**config.mk**
```make
export PLATFORM = sky130hd
export DESIGN_NAME = mul32_seq_sched
export DESIGN_NICKNAME = d
export VERILOG_FILES = /design/src/rtl/mul32_seq_sched.sv
export SDC_FILE = /design/constraint.sdc
export NUM_CORES = 1
export LEC_CHECK = 0
export CAP_MARGIN = 10
export CORE_ASPECT_RATIO = 0.6
export CORE_UTILIZATION = 58
export DETAILED_ROUTE_END_ITERATION = 8
export HOLD_SLACK_MARGIN = 0.08
export PLACE_DENSITY = 0.85
export REMOVE_ABC_BUFFERS = 1
export SLEW_MARGIN = 25
export SYNTH_ARGS = -nofsm -noshare
export SYNTH_HDL_FRONTEND = slang
export SYNTH_SLANG_ARGS = --single-unit
```
**constraint.sdc**
```tcl
create_clock -name clk -period 8.8 [get_ports clk]
set_input_delay 1.76 -clock clk [delete_from_list [all_inputs] [get_ports clk]]
set_output_delay 1.76 -clock clk [all_outputs]
set_load 0.05 [all_outputs]
```
**src/rtl/mul32_seq_sched.sv**
```systemverilog
// Unsigned 32x32 multiply scheduled onto one shared external 16x16 multiplier.
// Partial products LL, HL, LH, HH are issued one per cycle and accumulated.
module mul32_seq_sched #(
   parameter int Y_WIDTH   = 64,
   parameter bit SKIP_ZERO = 1'b1
) (
   input  logic               clk,
   input  logic               rst_n,
   input  logic               in_valid,
   output logic               in_ready,
   input  logic [31:0]        in_a,
   input  logic [31:0]        in_b,
   output logic               out_valid,
   input  logic               out_ready,
   output logic [Y_WIDTH-1:0] out_y,
   output logic [15:0]        mul_a,
   output logic [15:0]        mul_b,
   input  logic [31:0]        mul_p,
   output logic               busy
);

   typedef enum logic [1:0] {S_IDLE, S_MUL, S_DONE} state_t;

   state_t             state_q;
   logic [31:0]        a_q, b_q;
   logic [3:0]         mask_q, done_q;
   logic [Y_WIDTH-1:0] acc_q;

   logic [3:0]         mask_d, pend, sel;
   logic [5:0]         shamt;
   logic [63:0]        term;
   logic [Y_WIDTH-1:0] acc_d;
   logic               last;

   // Step enables from the incoming operands: LL, HL, LH, HH.
   always_comb begin
      mask_d    = 4'b1111;
      if (SKIP_ZERO) begin
         mask_d[0] = (in_a[15:0]  != 16'd0) && (in_b[15:0]  != 16'd0);
         mask_d[1] = (in_a[31:16] != 16'd0) && (in_b[15:0]  != 16'd0);
         mask_d[2] = (in_a[15:0]  != 16'd0) && (in_b[31:16] != 16'd0);
         mask_d[3] = (in_a[31:16] != 16'd0) && (in_b[31:16] != 16'd0);
      end
      if (Y_WIDTH == 32) mask_d[3] = 1'b0;
   end

   assign pend = mask_q & ~done_q;
   assign sel  = pend & (~pend + 4'd1);
   assign last = ((pend & ~sel) == 4'd0);

   always_comb begin
      mul_a = 16'd0;
      mul_b = 16'd0;
      shamt = 6'd0;
      if (state_q == S_MUL) begin
         if (pend[0]) begin
            mul_a = a_q[15:0];  mul_b = b_q[15:0];  shamt = 6'd0;
         end else if (pend[1]) begin
            mul_a = a_q[31:16]; mul_b = b_q[15:0];  shamt = 6'd16;
         end else if (pend[2]) begin
            mul_a = a_q[15:0];  mul_b = b_q[31:16]; shamt = 6'd16;
         end else if (pend[3]) begin
            mul_a = a_q[31:16]; mul_b = b_q[31:16]; shamt = 6'd32;
         end
      end
   end

   assign term  = {32'd0, mul_p} << shamt;
   assign acc_d = acc_q + term[Y_WIDTH-1:0];

   always_ff @(posedge clk or negedge rst_n) begin
      if (!rst_n) begin
         state_q <= S_IDLE;
         a_q     <= 32'd0;
         b_q     <= 32'd0;
         mask_q  <= 4'd0;
         done_q  <= 4'd0;
         acc_q   <= '0;
      end else begin
         case (state_q)
            S_IDLE: if (in_valid) begin
               a_q     <= in_a;
               b_q     <= in_b;
               mask_q  <= mask_d;
               done_q  <= 4'd0;
               acc_q   <= '0;
               state_q <= (mask_d != 4'd0) ? S_MUL : S_DONE;
            end
            S_MUL: begin
               acc_q  <= acc_d;
               done_q <= done_q | sel;
               if (last) state_q <= S_DONE;
            end
            S_DONE: if (out_ready) state_q <= S_IDLE;
            default: state_q <= S_IDLE;
         endcase
      end
   end

   assign in_ready  = (state_q == S_IDLE);
   assign out_valid = (state_q == S_DONE);
   assign busy      = (state_q != S_IDLE);
   // Accumulator is only exposed once complete.
   assign out_y     = (state_q == S_DONE) ? acc_q : '0;

endmodule

```
**Run 1: placement by cell class**

(3 px per micron) Fill, decap, tap and diode cells in grey.
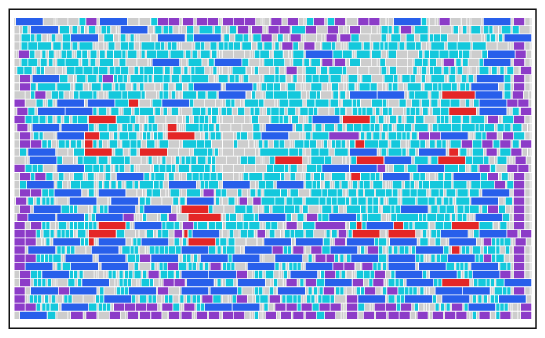
Red shows clock drivers and dummy loads, cells 31. Purple shows remaining buffers and delay cells, cells 210. Cyan shows remaining logic cells, cells 1116. Blue shows sequential cells, cells 138.

**Run 1: congestion heat map**

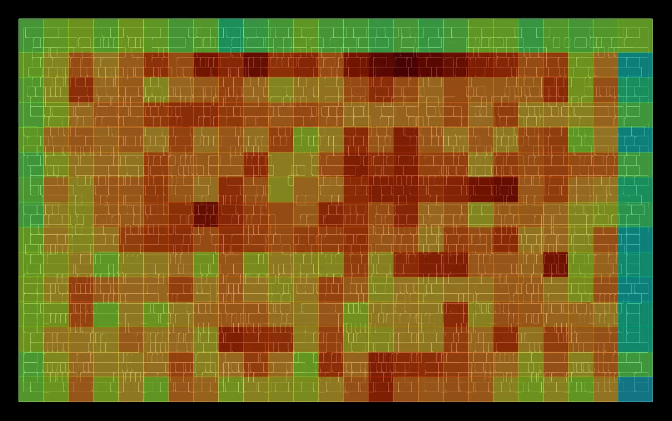
Total Routing Usage GR: 39.7%
drt wl/cell: 21.1 microns
utilization after layout: 75.4%

**Run 1: cell sizes after repair**

(3 px per micron)
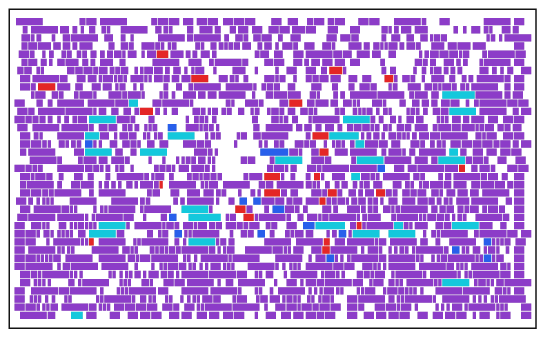
Red shows x2, cells 23. Blue shows x3 and x4, cells 16. Purple shows x1 and smaller, cells 1428. Cyan shows x6 and larger, cells 28.

**Run 1: metal 3**

(4 px per micron)
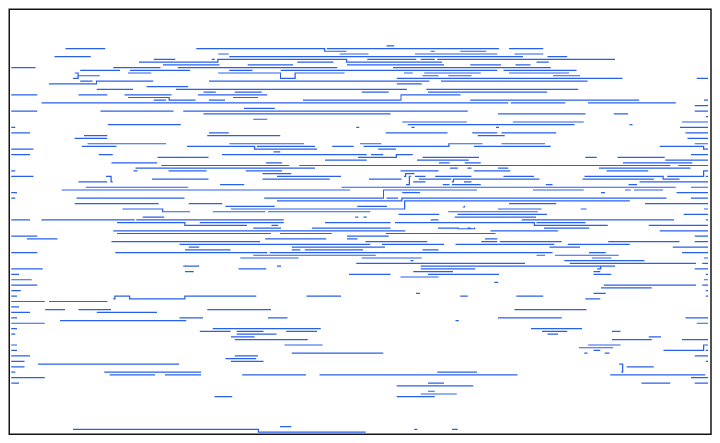
The wires run mostly horizontal. The layer holds 15% of the routed length. The layer carries 5400 microns of wire.

==> metrics.cfg, run 1 <==
[cells_and_area]
finalNonFillerCells=1729
fin_area_sq_um=13100
n_fill_cell=1341
layout_top_cell=nand2_1

[yosys]
area_leaders=dfrtp_1 33%, nand2_1 11%, ha_1 7.6%, and2_1 4.9%, o21ai_0 4.6%
xor_area_share_pct=5.04
ys_seq_share_pct=33.1
synth_top_area_share_pct=33.1
synthSimpleGateAreaFrac_pct=26.5
ys_area_sq_um=10400
synthCells=1340
synth_area_sq_um=10400
yosys_cells=1340
ys_warn_count=0

[floorplanning]
coreArea_sq_um=17400
initial_core_util_pct=60.1
placementRows=37

[grt]
grtUsageMet2_pct=51.8
grt_max_degree=82
grt_pass1_vias=9958
antenna_found_initial=0
met1_usage_pct=61.1

[placement]
dp_cells=1698
dp_hpwl_microns=27200
pre_cts_slack_ps=3010

[cts]
cts_tree=yes
hold_buffers=0
cts_setup_buffers=0
htree_levels=4
post_cts_resized=0

[power_and_ir_drop]
p_leak_uw=0.00592
p_comb_share_pct=60.8
power_uw=4690

[hold_path]
whs_path_depth=2
hp-class=register to register

[sta]
worst_pin_slew_ps=875
fin_crit_ps=5800
finClkSkew_ps=12.9
max_freq_mhz=172
slew-limit-headroom_pct=41.6
slew_viol_final=0
fin_crit_sh_pct=66.0

[worst_setup_path]
end_kind=register
reg2reg_depth=19
arrival_ps=6090
path_class=register to register

[outcome]
status=completed

[detailed_routing]
dr_wl_met3_microns=5400

## run 1: state kept, by name, indices dropped and copies added (netlist names)
register	flops
mask_q	4
a_q	32
acc_q	64
b_q	32
state_q	2
done_q	4
## run 1: final timing paths
kind	from	end	slack [ps]
min	mask_q[2]	mask_q[2]	480
max	done_q[0]	acc_q[56]	3000
min reg2reg	mask_q[2]	mask_q[2]	480
max reg2reg	done_q[0]	acc_q[56]	3000
max in group asynchronous	rst_n	acc_q[39]	6090
min in group asynchronous	rst_n	b_q[1]	1400
## run 1: worst max-delay path: stages, from the launching register on
cell	delay (ps)
dfrtp_1	390
nand2b_1	220
nand2_1	600
nor3_2	60
buf_4	290
nor2_2	620
and2_1	230
ha_1	200
inv_1	70
fa_1	400
nand2b_1	180
a21oi_1	260
o2111ai_1	270
a21oi_1	330
o311ai_4	180
o2111ai_1	610
and2_1	330
a41oi_2	160
xnor2_1	170
o21ai_1	70
## run 1: power groups by stage
| stage | sequential, uW | clock (uW) | combinational [uW] |
|---|---|---|---|
| floorplan | 1030 | 0 | 1930 |
| global placement | 1090 | 0 | 2680 |
| detailed placement | 1100 | 0 | 2760 |
| CTS | 1090 | 733 | 2780 |
| global route | 1120 | 760 | 3060 |
| finish | 1100 | 739 | 2850 |
## run 1: layout make-up
| type | count | area [sq um] | share of cell area, % |
|---|---|---|---|
| flip-flops and latches | 138 | 3450 | 26.4 |
| clock inverters | 12 | 138 | 1.05 |
| clock buffers | 19 | 443 | 3.38 |
| well taps | 234 | 293 | 2.24 |
| multi-input cells | 1090 | 6560 | 50.1 |
| inverters | 26 | 97.6 | 0.745 |
| repair buffers | 210 | 2110 | 16.1 |
--- run 2 (diff from run 1) ---
--- a/config.mk
+++ b/config.mk
@@ -7,10 +7,10 @@
 export LEC_CHECK = 0
 export CAP_MARGIN = 10
 export CORE_ASPECT_RATIO = 0.6
-export CORE_UTILIZATION = 58
+export CORE_UTILIZATION = 48
 export DETAILED_ROUTE_END_ITERATION = 8
 export HOLD_SLACK_MARGIN = 0.08
-export PLACE_DENSITY = 0.85
+export PLACE_DENSITY = 0.75
 export REMOVE_ABC_BUFFERS = 1
 export SLEW_MARGIN = 25
 export SYNTH_ARGS = -nofsm -noshare
==> constraint.sdc (replaced) <==
create_clock -name clk -period 5.12 [get_ports clk]
set_input_delay 1.024 -clock clk [delete_from_list [all_inputs] [get_ports clk]]
set_output_delay 1.024 -clock clk [all_outputs]
set_load 0.05 [all_outputs]
**Run 2: cell sizes after repair**

(2 px per micron)
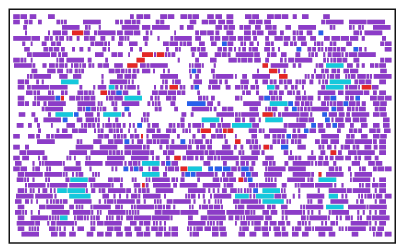
Blue shows x3 and x4, cells 42. Red shows x2, cells 25. Cyan shows x6 and larger, cells 28. Purple shows x1 and smaller, cells 1423.

==> run 2 against run 1 <==
Compared with the run above: register-to-register slack worse by 2800 ps; global-route usage is 5.8 points lower; design area is 2.2% higher; critical path type unchanged; via count is 3.4% lower; first-iteration DRC count is 23% lower; combinational power is 75% higher; clock-buffer cell count stayed put; largest cell class unchanged; utilization is 12 points lower; largest power group unchanged; die size is 21% higher; critical path depth is 2 lower; sequential share of layout area is 0.58 points lower; hold slack worse by 3.0 ps.
==> metrics.cfg, run 2 <==
[outcome]
status=completed

[cells_and_area]
largest-register=acc_q
layout_top_cell=nand2_1
fin_area_sq_um=13400  ; +2.2%

[power_and_ir_drop]
seq-power_uw=1880  ; +71%
p_comb_share_pct=60.8  ; about the same
p_leak_uw=0.00606  ; +2.2%
comb_power_uw=4990  ; +75%
maxPowerGroup=combinational cells
seqPwrFrac_pct=23.0
power_clock_uw=1330  ; +80%

[yosys]
ys_seq_share_pct=33.1  ; unchanged
synthCells=1340  ; unchanged
synth_area_sq_um=10400  ; unchanged
ys_area_sq_um=10400  ; unchanged
ys_warn_count=0  ; unchanged
area_leaders=dfrtp_1 33%, nand2_1 11%, ha_1 7.6%, and2_1 4.9%, o21ai_0 4.6%
yosys_cells=1340  ; unchanged

[placement]
dp_hpwl_microns=27700  ; +2.2%

[grt]
antenna_found_initial=0  ; unchanged
grt_usage_pct=33.8  ; -5.8 points
grt_max_degree=97  ; +18%
grt_pass1_vias=9758  ; -2.0%

[floorplanning]
coreArea_sq_um=21100  ; +22%
placementRows=41  ; +11%

[sta]
worst_pin_slew_ps=935  ; +60.4 ps
slew_viol_final=0  ; unchanged
finClkSkew_ps=12.5  ; -0.343 ps
max_freq_mhz=204  ; +18%
slew-limit-headroom_pct=37.6  ; -4.0 points
fin_crit_sh_pct=96.0  ; +30 points
fin_crit_ps=4910  ; -891 ps

[cts]
cts_tree=yes
htree_levels=4  ; unchanged

[worst_setup_path]
crit_buf_inv=2  ; unchanged
slowest_delay_ps=610  ; about the same
end_kind=register
critPathTopFamily=AND-OR/OR-AND gates
path_cells=nand2b_1, and2_1, nor3_2, buf_12, mux2i_1, buf_4, nor2_1, ha_1, nand4_1, or4_1, a311oi_2, o21ai_1, a211oi_2, o21ai_1, a21o_1, a311oi_2, a41o_1
slowest_stage=or4_1
arrival_ps=5280  ; -810 ps

[detailed_routing]
drtPass1Iterations=5
wl_per_cell_microns=20.7  ; -2.1%

[hold_path]
hp-class=register to register

==> run 2: metal layers <==
layer / routed length, microns / vias to the layer above / GRT usage [%]
met4: 367 / 0 / 6.35
li1: - / 5032 / -
met1: 18300 / 5012 / 52.3
met3: 4670 / 29 / 13.7
met2: 13800 / 533 / 42.9
met5: 0 / - / 0
==> run 2: cell families after synthesis <==
logic type / count (synthesis) / synth area share (%)
compound gates: 343 / 21.7
xor+xnor: 60 / 5.04
fa+ha+maj: 65 / 7.85
buf+inv: 112 / 4.30
flops: 138 / 33.1
mux: 16 / 1.54
simple gates: 606 / 26.5
==> run 2: what timing repair did <==
item / 4_1_cts / 5_1_grt
hold buffers: 0 / 0
endpoints found under the setup margin: 0 / 6
buffers inserted: 0 / 0
resized: 0 / 6
==> run 2: path summary, 6_finish.rpt <==
path                             endpoint  slack, ps  cells after the start      start
worst max-delay path            acc_q[63]        210                     17  done_q[2]
worst max register to register  acc_q[63]        210                     17  done_q[2]
worst min-delay path            mask_q[3]        470                      2  mask_q[3]
worst min register to register  mask_q[3]        470                      2  mask_q[3]
min in group asynchronous         b_q[14]        610                      1      rst_n
max in group asynchronous       acc_q[49]       3470                      2      rst_n
==> run 2: cell type report <==
class	instances	area [sq um]
Timing Repair Buffer	232	2270
Sequential cell	138	3450
Multi-Input combinational cell	1090	6600
Clock inverter	13	166
Clock buffer	19	453
Inverter	26	97.6
Fill cell	1854	7740
Tap cell	279	349
==> run 2: per-stage QoR <==
stage	worst slack [ps]	util, %	total power, uW	std cells	hold WS [ps]
2_1_floorplan	-3030	-	5090	1254	438
3_3_place_gp	-103	60.1	6650	1764	455
3_5_place_dp	-78.1	60.3	6730	1765	462
4_1_cts	31.6	63.2	8090	1797	477
5_1_grt	30.2	63.4	8720	1797	487
6_report	207	63.4	8210	1797	473
--- run 3 (diff from run 2) ---
--- a/config.mk
+++ b/config.mk
@@ -8,10 +8,12 @@
 export CAP_MARGIN = 10
 export CORE_ASPECT_RATIO = 0.6
 export CORE_UTILIZATION = 48
+export CTS_CLUSTER_SIZE = 25
 export DETAILED_ROUTE_END_ITERATION = 8
 export HOLD_SLACK_MARGIN = 0.08
 export PLACE_DENSITY = 0.75
 export REMOVE_ABC_BUFFERS = 1
+export SKIP_LAST_GASP = 1
 export SLEW_MARGIN = 25
 export SYNTH_ARGS = -nofsm -noshare
 export SYNTH_HDL_FRONTEND = slang
**Run 3: congestion heat map**

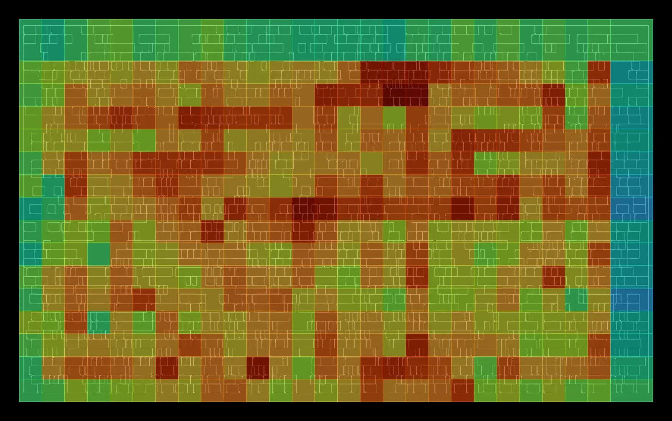
grt peak-use layer: met1
drt wl/cell: 20.7 microns
GR Util met3: 13.7%
Total Routing Usage GR: 33.8%

==> run 3 against run 2 <==
Compared with the run above: final cell count unchanged; setup slack did not move; non-clock buffer count unchanged; hold slack stayed put; synthesized area unchanged; sequential share of layout area unchanged; via count unchanged; utilization unchanged; flip-flop count unchanged; die size unchanged; combinational power about the same; largest power group unchanged.
==> metrics.cfg, run 3 <==
[worst_setup_path]
reg2reg_depth=17  ; unchanged
cp_num_cells=17  ; unchanged
critPathTopFamily=AND-OR/OR-AND gates
slowest_delay_ps=610  ; about the same
path_cells=nand2b_1, and2_1, nor3_2, buf_12, mux2i_1, buf_4, nor2_1, ha_1, nand4_1, or4_1, a311oi_2, o21ai_1, a211oi_2, o21ai_1, a21o_1, a311oi_2, a41o_1

[power_and_ir_drop]
p_leak_uw=0.00606  ; unchanged

[sta]
slew-limit-headroom_pct=37.6  ; unchanged
worst_pin_slew_ps=935  ; unchanged
finClkSkew_ps=12.5  ; unchanged
hold_ws_ps=473  ; unchanged
fin_crit_sh_pct=96.0  ; unchanged
max_freq_mhz=204  ; unchanged

[grt]
grtUsageMet2_pct=42.9  ; unchanged
grt_max_degree=97  ; unchanged
antenna_found_initial=0  ; unchanged
met1_usage_pct=52.3  ; unchanged
grt_pass1_vias=9758  ; unchanged

[cts]
cts_tree=yes
htree_levels=4  ; unchanged

[yosys]
ys_seq_share_pct=33.1  ; unchanged
ys_warn_count=0  ; unchanged
synth_area_sq_um=10400  ; unchanged

[cells_and_area]
n_fill_cell=1854  ; unchanged
layout_top_cell=nand2_1

[hold_path]
whs_path_depth=2  ; unchanged

[floorplanning]
placementRows=41  ; unchanged

[detailed_routing]
m1WireLength_microns=18300  ; unchanged
highest_layer=met4
dr_wl_met3_microns=4670  ; unchanged
route.met2.wl_microns=13800  ; unchanged

[outcome]
status=completed

[placement]
dp_hpwl_microns=27700  ; unchanged

-- run 3: cell counts after synthesis --
Identical to the previous run, type by type.
-- run 3: power by group --
group	internal [uW]	switching (uW)
clock network	796	534
registers	1550	332
logic	1750	3250
-- run 3: path summary, 6_finish.rpt --
path                                   to       from  slack (ps)
worst min register to register  mask_q[3]  mask_q[3]         470
worst max-delay path            acc_q[63]  done_q[2]         210
worst max register to register  acc_q[63]  done_q[2]         210
min in group asynchronous         b_q[14]      rst_n         610
worst min-delay path            mask_q[3]  mask_q[3]         470
max in group asynchronous       acc_q[49]      rst_n        3470
-- run 3: per-stage QoR --
step                      instance area [sq um]  setup slack [ps]  cells  power (uW)
after floorplan                           10100             -3030   1254        5090
after global placement                    12700              -103   1764        6650
after detailed placement                  12700             -78.1   1765        6730
after CTS                                 13400              31.6   1797        8090
after global routing                      13400              30.2   1797        8720
final                                     13400               207   1797        8210
-- run 3: repair_timing --
action / 4_1_cts / 5_1_grt
endpoints found under the setup margin: 0 / 6
resized: 0 / 6
hold buffers: 0 / 0
-- run 3: final cells by class --
cell class | count | area [sq um] | area share [%]
flip-flops and latches | 138 | 3450 | 25.8
clock buffers | 19 | 453 | 3.38
repair buffers | 232 | 2270 | 17.0
inverters | 26 | 97.6 | 0.729
well taps | 279 | 349 | 2.61
multi-input cells | 1090 | 6600 | 49.3
clock inverters | 13 | 166 | 1.24
-- run 3: logic make-up (layout without fill, tap and decap cells) --
kind of cell / Yosys count / after routing / synth area share, %
compound gates: 343 / 343 / 21.7
xor+xnor: 60 / 60 / 5.04
fa+ha+maj: 65 / 65 / 7.85
buf+inv: 112 / 290 / 4.30
flops: 138 / 138 / 33.1
mux: 16 / 16 / 1.54
simple gates: 606 / 606 / 26.5
Power is estimated from default activity; no workload was simulated.
